Figure 1. Wiring heat map.
Scale: 2 px per um. 35 x 35 tiles, from white (low) to dark blue (high), scaled to the fullest tile. Values are wire area over tile area, all layers added.
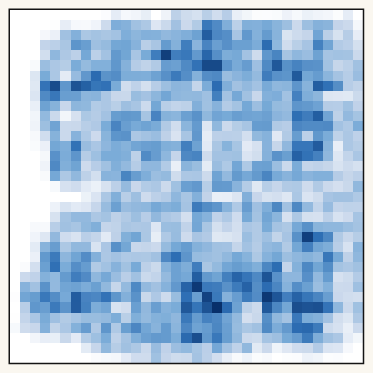
Figure 2. M4 wires.
Scale: 3 px per um. Supply wires on this layer in gray.
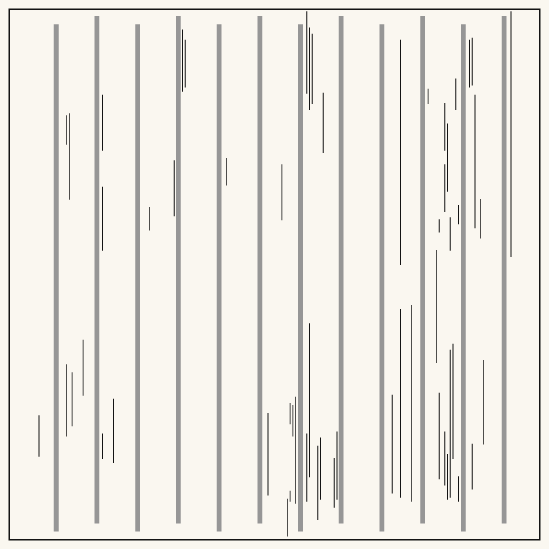
Figure 3. Selected gate families.
Scale: 3 px per um.
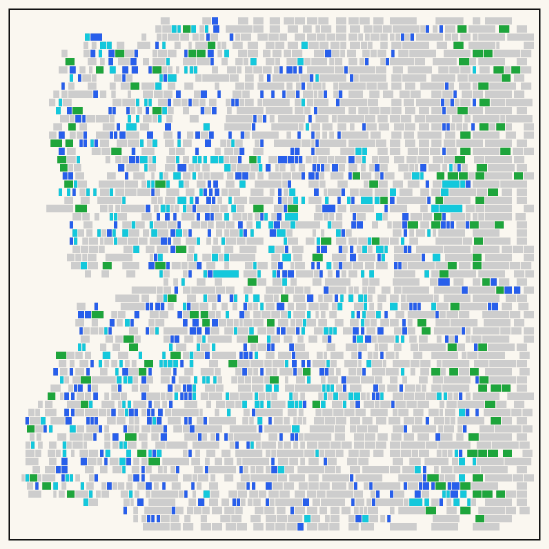
Figure 4. Routing congestion.
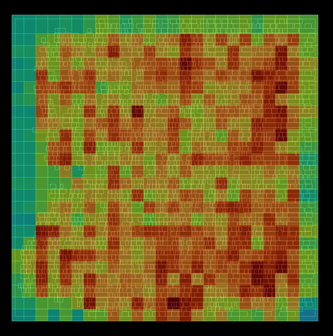
## src/rtl/posit_operand_decoder.sv

```systemverilog
// posit_operand_decoder: two-stage posit operand unpacker (sign, scale, hidden-bit fraction).
// S1 captures the operands, their zero/NaR flags, sign and magnitude; S2 decodes regime/exponent/fraction.
// Optional feature macro: POSIT_DE_SPECIAL_CNT_EN adds saturating zero/NaR output counters.
module posit_operand_decoder #(
  parameter int unsigned N  = 32,
  parameter int unsigned ES = 2,
  localparam int unsigned SW = ES + $clog2(N) + 1,
  localparam int unsigned FW = N - ES - 2
) (
  input  logic          clk,
  input  logic          rst,
  input  logic          in_valid,
  output logic          in_ready,
  input  logic [N-1:0]  a,
  input  logic [N-1:0]  b,
  output logic          out_valid,
  input  logic          out_ready,
  output logic          sign_a,
  output logic          sign_b,
  output logic [SW-1:0] scale_a,
  output logic [SW-1:0] scale_b,
  output logic [FW-1:0] frac_a,
  output logic [FW-1:0] frac_b,
`ifdef POSIT_DE_SPECIAL_CNT_EN
  output logic [15:0]   zero_cnt,
  output logic [15:0]   nar_cnt,
`endif
  output logic          ZERO_A_DE,
  output logic          NAR_A_DE,
  output logic          ZERO_B_DE,
  output logic          NAR_B_DE
);

  localparam int unsigned CW = 16;

  // Decode a non-special magnitude body (abs[N-2:0]) into {scale, frac}.
  // The top body bit always belongs to the regime run and the second bit is either run or
  // terminator, so only body[N-4:0] can ever reach the exponent/fraction fields.
  function automatic logic [SW+FW-1:0] decode_body(input logic [N-2:0] body);
    logic              r0;
    logic              done;
    int unsigned       run;
    logic [SW-1:0]     k;
    logic [N-4:0]      sh;
    logic [ES-1:0]     e;
    logic [SW-1:0]     scale;
    logic [FW-1:0]     frac;
    r0   = body[N-2];
    run  = 1;
    done = 1'b0;
    for (int i = N - 3; i >= 0; i--) begin
      if (!done && (body[i] == r0)) begin
        run = run + 1;
      end else begin
        done = 1'b1;
      end
    end
    k     = r0 ? SW'(run - 1) : (SW'(0) - SW'(run));
    sh    = body[N-4:0] << (run - 1);
    e     = sh[N-4 -: ES];
    scale = SW'(k << ES) + SW'(e);
    frac  = {1'b1, sh[N-4-ES:0]};
    return {scale, frac};
  endfunction

  // Stage 1 registers
  logic          s1_valid_q, s1_valid_d;
  logic          s1_sign_a_q, s1_sign_a_d, s1_sign_b_q, s1_sign_b_d;
  logic          s1_zero_a_q, s1_zero_a_d, s1_zero_b_q, s1_zero_b_d;
  logic          s1_nar_a_q, s1_nar_a_d, s1_nar_b_q, s1_nar_b_d;
  logic [N-2:0]  s1_body_a_q, s1_body_a_d, s1_body_b_q, s1_body_b_d;

  // Stage 2 (output) registers
  logic          out_valid_q, out_valid_d;
  logic          sign_a_q, sign_a_d, sign_b_q, sign_b_d;
  logic [SW-1:0] scale_a_q, scale_a_d, scale_b_q, scale_b_d;
  logic [FW-1:0] frac_a_q, frac_a_d, frac_b_q, frac_b_d;
  logic          zero_a_q, zero_a_d, zero_b_q, zero_b_d;
  logic          nar_a_q, nar_a_d, nar_b_q, nar_b_d;
`ifdef POSIT_DE_SPECIAL_CNT_EN
  logic [CW-1:0] zero_cnt_q, zero_cnt_d, nar_cnt_q, nar_cnt_d;
`endif

  logic              advance;
  logic              accept;
  logic              emit;
  logic [SW+FW-1:0]  dec_a, dec_b;
  logic [N-1:0]      nar_pattern;

  // Handshake: S2 can take new data when empty or draining; S1 when empty or moving on.
  always_comb begin
    advance     = !out_valid_q || out_ready;
    in_ready    = !s1_valid_q || advance;
    accept      = in_valid && in_ready;
    emit        = out_valid_q && out_ready;
    nar_pattern = {1'b1, {(N-1){1'b0}}};
  end

  // S1: capture flags, sign and two's-complement magnitude body of each operand.
  always_comb begin
    s1_valid_d  = s1_valid_q;
    s1_sign_a_d = s1_sign_a_q;
    s1_sign_b_d = s1_sign_b_q;
    s1_zero_a_d = s1_zero_a_q;
    s1_zero_b_d = s1_zero_b_q;
    s1_nar_a_d  = s1_nar_a_q;
    s1_nar_b_d  = s1_nar_b_q;
    s1_body_a_d = s1_body_a_q;
    s1_body_b_d = s1_body_b_q;
    if (accept) begin
      s1_valid_d  = 1'b1;
      s1_sign_a_d = a[N-1];
      s1_sign_b_d = b[N-1];
      s1_zero_a_d = (a == '0);
      s1_zero_b_d = (b == '0);
      s1_nar_a_d  = (a == nar_pattern);
      s1_nar_b_d  = (b == nar_pattern);
      s1_body_a_d = a[N-1] ? (~a[N-2:0] + (N-1)'(1)) : a[N-2:0];
      s1_body_b_d = b[N-1] ? (~b[N-2:0] + (N-1)'(1)) : b[N-2:0];
    end else if (advance) begin
      s1_valid_d  = 1'b0;
    end
  end

  // S2: decode regime/exponent/fraction; special operands carry only their flag.
  always_comb begin
    dec_a       = decode_body(s1_body_a_q);
    dec_b       = decode_body(s1_body_b_q);
    out_valid_d = out_valid_q;
    sign_a_d    = sign_a_q;
    sign_b_d    = sign_b_q;
    scale_a_d   = scale_a_q;
    scale_b_d   = scale_b_q;
    frac_a_d    = frac_a_q;
    frac_b_d    = frac_b_q;
    zero_a_d    = zero_a_q;
    zero_b_d    = zero_b_q;
    nar_a_d     = nar_a_q;
    nar_b_d     = nar_b_q;
    if (advance) begin
      out_valid_d = s1_valid_q;
      if (s1_valid_q) begin
        zero_a_d = s1_zero_a_q;
        zero_b_d = s1_zero_b_q;
        nar_a_d  = s1_nar_a_q;
        nar_b_d  = s1_nar_b_q;
        if (s1_zero_a_q || s1_nar_a_q) begin
          sign_a_d  = 1'b0;
          scale_a_d = '0;
          frac_a_d  = '0;
        end else begin
          sign_a_d  = s1_sign_a_q;
          scale_a_d = dec_a[SW+FW-1:FW];
          frac_a_d  = dec_a[FW-1:0];
        end
        if (s1_zero_b_q || s1_nar_b_q) begin
          sign_b_d  = 1'b0;
          scale_b_d = '0;
          frac_b_d  = '0;
        end else begin
          sign_b_d  = s1_sign_b_q;
          scale_b_d = dec_b[SW+FW-1:FW];
          frac_b_d  = dec_b[FW-1:0];
        end
      end
    end
  end

`ifdef POSIT_DE_SPECIAL_CNT_EN
  // Saturating counts of emitted pairs carrying a zero and/or NaR operand.
  always_comb begin
    zero_cnt_d = zero_cnt_q;
    nar_cnt_d  = nar_cnt_q;
    if (emit && (zero_a_q || zero_b_q) && (zero_cnt_q != {CW{1'b1}})) begin
      zero_cnt_d = zero_cnt_q + CW'(1);
    end
    if (emit && (nar_a_q || nar_b_q) && (nar_cnt_q != {CW{1'b1}})) begin
      nar_cnt_d = nar_cnt_q + CW'(1);
    end
  end

  // Counter state registers.
  always_ff @(posedge clk or posedge rst) begin
    if (rst) begin
      zero_cnt_q <= '0;
      nar_cnt_q  <= '0;
    end else begin
      zero_cnt_q <= zero_cnt_d;
      nar_cnt_q  <= nar_cnt_d;
    end
  end

  assign zero_cnt = zero_cnt_q;
  assign nar_cnt  = nar_cnt_q;
`else
  // Keeps emit referenced when the counters are compiled out.
  logic emit_unused;
  assign emit_unused = emit;
`endif

  // Pipeline state registers; reset drops every in-flight pair.
  always_ff @(posedge clk or posedge rst) begin
    if (rst) begin
      s1_valid_q  <= 1'b0;
      s1_sign_a_q <= 1'b0;
      s1_sign_b_q <= 1'b0;
      s1_zero_a_q <= 1'b0;
      s1_zero_b_q <= 1'b0;
      s1_nar_a_q  <= 1'b0;
      s1_nar_b_q  <= 1'b0;
      s1_body_a_q <= '0;
      s1_body_b_q <= '0;
      out_valid_q <= 1'b0;
      sign_a_q    <= 1'b0;
      sign_b_q    <= 1'b0;
      scale_a_q   <= '0;
      scale_b_q   <= '0;
      frac_a_q    <= '0;
      frac_b_q    <= '0;
      zero_a_q    <= 1'b0;
      zero_b_q    <= 1'b0;
      nar_a_q     <= 1'b0;
      nar_b_q     <= 1'b0;
    end else begin
      s1_valid_q  <= s1_valid_d;
      s1_sign_a_q <= s1_sign_a_d;
      s1_sign_b_q <= s1_sign_b_d;
      s1_zero_a_q <= s1_zero_a_d;
      s1_zero_b_q <= s1_zero_b_d;
      s1_nar_a_q  <= s1_nar_a_d;
      s1_nar_b_q  <= s1_nar_b_d;
      s1_body_a_q <= s1_body_a_d;
      s1_body_b_q <= s1_body_b_d;
      out_valid_q <= out_valid_d;
      sign_a_q    <= sign_a_d;
      sign_b_q    <= sign_b_d;
      scale_a_q   <= scale_a_d;
      scale_b_q   <= scale_b_d;
      frac_a_q    <= frac_a_d;
      frac_b_q    <= frac_b_d;
      zero_a_q    <= zero_a_d;
      zero_b_q    <= zero_b_d;
      nar_a_q     <= nar_a_d;
      nar_b_q     <= nar_b_d;
    end
  end

  assign out_valid = out_valid_q;
  assign sign_a    = sign_a_q;
  assign sign_b    = sign_b_q;
  assign scale_a   = scale_a_q;
  assign scale_b   = scale_b_q;
  assign frac_a    = frac_a_q;
  assign frac_b    = frac_b_q;
  assign ZERO_A_DE = zero_a_q;
  assign ZERO_B_DE = zero_b_q;
  assign NAR_A_DE  = nar_a_q;
  assign NAR_B_DE  = nar_b_q;

endmodule

```

## config.mk

```make
export PLATFORM = sky130hd
export DESIGN_NAME = posit_operand_decoder
export DESIGN_NICKNAME = d
export VERILOG_FILES = /design/src/rtl/posit_operand_decoder.sv
export SDC_FILE = /design/constraint.sdc
export NUM_CORES = 1
export LEC_CHECK = 0
export ABC_AREA = 0
export CAP_MARGIN = 20
export CORE_MARGIN = 1.5
export CORE_UTILIZATION = 62
export CTS_BUF_LIST = sky130_fd_sc_hd__clkbuf_8
export CTS_CLUSTER_SIZE = 12
export DETAILED_ROUTE_END_ITERATION = 6
export PLACE_DENSITY = 0.86
export SYNTH_ARGS = -nofsm -noshare
export SYNTH_HDL_FRONTEND = slang
export SYNTH_SLANG_ARGS = --single-unit
```

## constraint.sdc

```tcl
create_clock -name clk -period 25.8 [get_ports clk]
set_input_delay 7.74 -clock clk [delete_from_list [all_inputs] [get_ports clk]]
set_output_delay 7.74 -clock clk [all_outputs]
set_load 0.01 [all_outputs]
```

==> flow_metrics.env <==
# physical design summary
export IMPL_io_buffers=147
export IMPL_slew_headroom_pct=20.2
export IMPL_postSynth_asyncResetShare_pct=100
export IMPL_worst_path_stages=82
export IMPL_stdcell_area_um2=20700
export IMPL_cp_common_cell="ha_1"
export IMPL_r2r_cells=82
export IMPL_grt_remaining_overflow=0
export IMPL_nets=2540
export IMPL_ir_worst_vdd_uv=48.1
export IMPL_met2_usage_pct=54.0
export IMPL_cts_root_buf="clkbuf_8"
export IMPL_place_ws_ns=6.03
export IMPL_grt_pass1_vias=17400
export IMPL_run_status="finished clean"
export IMPL_grt_max_degree=133
export IMPL_slowest_delay_ns=0.76
export IMPL_post_route_drc_count=0
export IMPL_core_um2=29600
export IMPL_synth_nets=2495
export IMPL_setup_ws_ns=5.73
export IMPL_leakagePower_uw=0.00854
export IMPL_min_from="frac_a[27]$_DFFE_PP0P_"
export IMPL_power_uw=1660
export IMPL_crit_end="frac_a[1]$_DFFE_PP0P_"
export IMPL_combPwrFrac_pct=66.2
export IMPL_grt_busiest_layer="met2"
export IMPL_hold_path_class="reg2reg"
export IMPL_p_clk_uw=191
export IMPL_drt_met1_wl_um=22500
export IMPL_fin_crit_sh_pct=77.8
export IMPL_hold_ws_ns=0.488
export IMPL_top_layer_used="met4"
export IMPL_skew_ns=0.0172
export IMPL_edf_count=0
export IMPL_power_switching_uw=777
export IMPL_post_route_util_pct=69.7
export IMPL_postRouteAntennaNets=0
export IMPL_worst_slew_pin_slew_ns=1.19
export IMPL_intPower_uw=881
export IMPL_r2r_start="s1_body_a_q[30]$_DFFE_PP0P_"
export IMPL_avgSynthCellArea_um2=7.86
export IMPL_fillers=2386
## Picture notes: Figure 1
9.2% of the tiles are nearly empty. 28% of the tiles are over half the peak. The fullest tile reaches 0.74.

## Picture notes: Figure 2
The layer holds 2.6% of the routed length. The longest straight run is 81.6 um. The layer carries 1350 um of wire.
WL final: 51900 um
via count: 18700

## Picture notes: Figure 3
Green is AND-OR and OR-AND gates, cells 129, where widely spread. Cyan is NOR gates, cells 297. Blue is NAND gates, cells 447, where widely spread.
combinational fraction of the cell area: 68.8%
Top cell excl fill/tap: nand2_1
fin cells: 2815

## Picture notes: Figure 4
wire length per cell: 18.4 um
GR Util met1: 44.9%
M3 GR Usage: 4.29%

-- logic make-up after synthesis --
| group | share of synthesized area (%) |
|---|---|
| AOI/OAI and AO/OA | 21.2 |
| xor gates and xnor gates | 12.5 |
| adders and majority gates | 4.38 |
| buffers and inverters | 4.22 |
| DFF | 19.9 |
| muxes | 13.6 |
| and+or+nand+nor | 24.3 |
-- cell type report --
type                    instances  area (um2)  share of cell area (%)
multi-input cells            2028       14200                    68.8
inverters                      50         193                   0.932
clock buffers                  17         234                    1.13
repair buffers                169        1670                    8.09
flip-flops and latches        148        3710                    17.9
clock inverters                13         160                   0.775
well taps                     390         488                    2.36
-- state kept, by name (all words and copies together) (netlist names), 8 cells and up --
register,flops
scale_b,8
frac_a,28
s1_body_a_q,31
frac_b,28
scale_a,8
s1_body_b_q,31
